**src/rtl/mips_core_pkg.sv**
```systemverilog
// Shared core definitions: write-back queue entry layout and default sizing.
`ifndef ADDR_WIDTH
`define ADDR_WIDTH 8
`endif

package mips_core_pkg;

   localparam int WBQ_DEPTH   = 4;
   localparam int WBQ_DATA_W  = 32;
   localparam int WBQ_RADDR_W = 5;
   localparam int WBQ_ID_W    = `ADDR_WIDTH;

   // Field widths follow the package defaults; queue instances use the same sizing.
   typedef struct packed {
      logic [WBQ_ID_W-1:0]    id;
      logic                   uses_rw;
      logic [WBQ_RADDR_W-1:0] rw_addr;
      logic                   is_mem;
      logic                   complete;
      logic [WBQ_DATA_W-1:0]  data;
   } wbq_entry_t;

endpackage

```
**src/rtl/wbq_fwd_lookup.sv**
```systemverilog
// Youngest-producer search over the commit queue for decode-stage forwarding.
module wbq_fwd_lookup
   import mips_core_pkg::*;
#(
   parameter int DEPTH   = WBQ_DEPTH,
   parameter int DATA_W  = WBQ_DATA_W,
   parameter int RADDR_W = WBQ_RADDR_W
) (
   input  wbq_entry_t                 ent [DEPTH],
   input  logic [DEPTH-1:0]           occ,
   input  logic [$clog2(DEPTH)-1:0]   head,
   input  logic [RADDR_W-1:0]         fwd_addr,
   output logic                       fwd_hit,
   output logic [DATA_W-1:0]          fwd_data,
   output logic                       fwd_stall
);

   localparam int PW = $clog2(DEPTH);

   logic              match;
   logic              m_complete;
   logic [DATA_W-1:0] m_data;
   logic [PW-1:0]     slot;

   // Walk oldest to youngest so the last hit is the youngest producer.
   always_comb begin
      match      = 1'b0;
      m_complete = 1'b0;
      m_data     = '0;
      slot       = '0;
      for (int k = 0; k < DEPTH; k++) begin
         slot = head + PW'(k);
         if (occ[slot] && ent[slot].uses_rw && (ent[slot].rw_addr == fwd_addr)
             && (fwd_addr != '0)) begin
            match      = 1'b1;
            m_complete = ent[slot].complete;
            m_data     = ent[slot].data;
         end
      end
   end

   assign fwd_hit   = match & m_complete;
   assign fwd_stall = match & ~m_complete;
   assign fwd_data  = (match & m_complete) ? m_data : '0;

endmodule

```
**src/rtl/wb_commit_queue.sv**
```systemverilog
// In-order write-back commit queue with d-cache completion binding and forwarding.
module wb_commit_queue
   import mips_core_pkg::*;
#(
   parameter int DEPTH   = WBQ_DEPTH,
   parameter int DATA_W  = WBQ_DATA_W,
   parameter int RADDR_W = WBQ_RADDR_W,
   parameter int ID_W    = `ADDR_WIDTH
) (
   input  logic                       clk,
   input  logic                       rst_n,
   input  logic                       flush,
   input  logic                       in_valid,
   output logic                       in_ready,
   input  logic [ID_W-1:0]            in_id,
   input  logic                       in_uses_rw,
   input  logic [RADDR_W-1:0]         in_rw_addr,
   input  logic                       in_is_mem_access,
   input  logic [DATA_W-1:0]          in_alu_result,
   input  logic                       cache_valid,
   input  logic [DATA_W-1:0]          cache_data,
   output logic                       wb_valid,
   output logic                       wb_uses_rw,
   output logic [RADDR_W-1:0]         wb_rw_addr,
   output logic [DATA_W-1:0]          wb_rw_data,
   output logic [ID_W-1:0]            wb_id,
   input  logic [RADDR_W-1:0]         fwd_addr,
   output logic                       fwd_hit,
   output logic [DATA_W-1:0]          fwd_data,
   output logic                       fwd_stall,
   output logic [$clog2(DEPTH):0]     count,
   output logic                       proto_err
);

   localparam int PW = $clog2(DEPTH);
   localparam int CW = PW + 1;

   wbq_entry_t        ent [DEPTH];
   logic [DEPTH-1:0]  occ;
   logic [PW-1:0]     head;
   logic [PW-1:0]     tail;
   logic [CW-1:0]     cnt;

   logic              do_enq;
   logic              bind_found;
   logic [PW-1:0]     bind_slot;
   logic [PW-1:0]     scan_slot;

   assign in_ready = (cnt < CW'(DEPTH));
   assign do_enq   = in_valid & in_ready & ~flush;
   assign count    = cnt;

   assign wb_valid   = occ[head] & ent[head].complete;
   assign wb_uses_rw = wb_valid & ent[head].uses_rw & (ent[head].rw_addr != '0);
   assign wb_rw_addr = wb_valid ? ent[head].rw_addr : '0;
   assign wb_rw_data = wb_valid ? ent[head].data    : '0;
   assign wb_id      = wb_valid ? ent[head].id      : '0;

   // Cache returns arrive in program order, so each binds to the oldest pending load.
   always_comb begin
      bind_found = 1'b0;
      bind_slot  = '0;
      scan_slot  = '0;
      for (int k = 0; k < DEPTH; k++) begin
         scan_slot = head + PW'(k);
         if (!bind_found && occ[scan_slot] && ent[scan_slot].is_mem
             && !ent[scan_slot].complete) begin
            bind_found = 1'b1;
            bind_slot  = scan_slot;
         end
      end
   end

   always_ff @(posedge clk or negedge rst_n) begin
      if (!rst_n) begin
         occ       <= '0;
         head      <= '0;
         tail      <= '0;
         cnt       <= '0;
         proto_err <= 1'b0;
         for (int k = 0; k < DEPTH; k++) ent[k] <= '0;
      end else if (flush) begin
         occ  <= '0;
         head <= '0;
         tail <= '0;
         cnt  <= '0;
      end else begin
         if (wb_valid) begin
            occ[head] <= 1'b0;
            head      <= head + 1'b1;
         end
         if (do_enq) begin
            ent[tail] <= '{id:       in_id,
                           uses_rw:  in_uses_rw,
                           rw_addr:  in_rw_addr,
                           is_mem:   in_is_mem_access,
                           complete: ~in_is_mem_access,
                           data:     in_is_mem_access ? '0 : in_alu_result};
            occ[tail] <= 1'b1;
            tail      <= tail + 1'b1;
         end
         if (cache_valid) begin
            if (bind_found) begin
               ent[bind_slot].data     <= cache_data;
               ent[bind_slot].complete <= 1'b1;
            end else begin
               proto_err <= 1'b1;
            end
         end
         cnt <= cnt + CW'(do_enq) - CW'(wb_valid);
      end
   end

   wbq_fwd_lookup #(
      .DEPTH   (DEPTH),
      .DATA_W  (DATA_W),
      .RADDR_W (RADDR_W)
   ) u_fwd (
      .ent       (ent),
      .occ       (occ),
      .head      (head),
      .fwd_addr  (fwd_addr),
      .fwd_hit   (fwd_hit),
      .fwd_data  (fwd_data),
      .fwd_stall (fwd_stall)
   );

endmodule
```
**config.mk**
```make
export PLATFORM = sky130hd
export DESIGN_NAME = wb_commit_queue
export DESIGN_NICKNAME = d
export VERILOG_FILES = /design/src/rtl/mips_core_pkg.sv /design/src/rtl/wbq_fwd_lookup.sv /design/src/rtl/wb_commit_queue.sv
export SDC_FILE = /design/constraint.sdc
export NUM_CORES = 1
export LEC_CHECK = 0
export CAP_MARGIN = 20
export CORE_MARGIN = 10
export CORE_UTILIZATION = 40
export CTS_CLUSTER_DIAMETER = 30
export DETAILED_ROUTE_END_ITERATION = 7
export HOLD_SLACK_MARGIN = 0.02
export PLACE_DENSITY = 0.57
export SLEW_MARGIN = 20
export SYNTH_ARGS = -nofsm -noshare
export SYNTH_HDL_FRONTEND = slang
export SYNTH_SLANG_ARGS = --single-unit
```
**constraint.sdc**
```tcl
create_clock -name clk -period 7.7 [get_ports clk]
set_input_delay 1.155 -clock clk [delete_from_list [all_inputs] [get_ports clk]]
set_output_delay 1.155 -clock clk [all_outputs]
set_load 0.01 [all_outputs]
```
==> metrics.csv <==
metric,value,unit
fin_tns_setup,0,ns
syn_area_per_cell,12.74,sq um
layout_min_cycle_time,6.705,ns
overflow,0,
fmax,149.1,MHz
bufAreaShareNonClock,10.29,%
num-nonclk-inverters,11,
critPathLaunchType,flip-flop,
hold_depth,1,
placed_area,17040,sq um
vdd_drop_max,0.2495,mV
max_slew_margin,27.54,%
end_kind,output port,
num_vias,11890,
synth_cell_types,59,
ys.flops,204,
cts-root-buf,clkbuf_16,
setup_slack,0.9952,ns
outcome,completed,
reg2reg_depth,13,
-- cells in the mapped netlist (4+ instances only) --
master	n
a221oi_2	30
buf_2	35
nor2b_1	7
a21o_1	32
o22ai_1	32
o22a_1	4
ha_1	10
xnor2_1	22
buf_6	23
buf_4	5
or3_1	6
o221a_2	65
mux2_2	58
clkbuf_1	68
o21ai_0	4
o221a_1	63
buf_1	7
dfrtp_1	204
nand2_1	150
nor3b_2	30
nand3b_1	6
and3_1	45
nand2b_1	4
inv_1	11
mux4_2	172
and2_1	7
nor2_1	42
-- power breakdown --
part | switching (mW) | total (mW) | internal [mW]
clock network | 0.683 | 2.36 | 1.68
registers | 0.529 | 2.06 | 1.53
logic | 1.17 | 2.86 | 1.69
total | 2.38 | 7.28 | 4.90
==> images/floorplan.png <==
The bar under the picture is 50 um long. Pins as bars on the die edge.
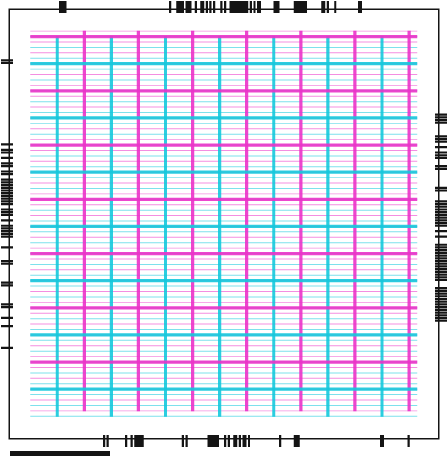
- cyan: VSS
- magenta: VDD
- rows: 71
- met4 straps: 14
- met1 rails: 72
- met5 straps: 14
- signal pins: 175

==> images/class_map.png <==
The bar under the picture is 50 um long.
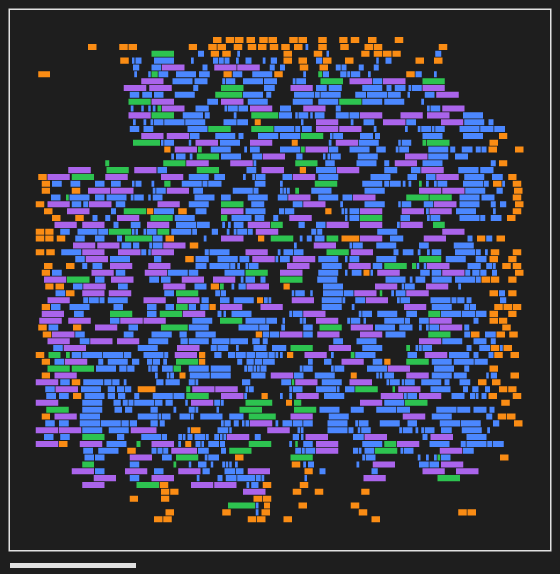
- orange: remaining buffers and delay cells (cells 198; share of their area 11%)
- purple: sequential cells (cells 204; share of their area 28%)
- green: clock drivers and dummy loads (cells 101; share of their area 11%)
- blue: remaining logic cells (cells 846; share of their area 51%)

Power and IR drop assume default switching activity.
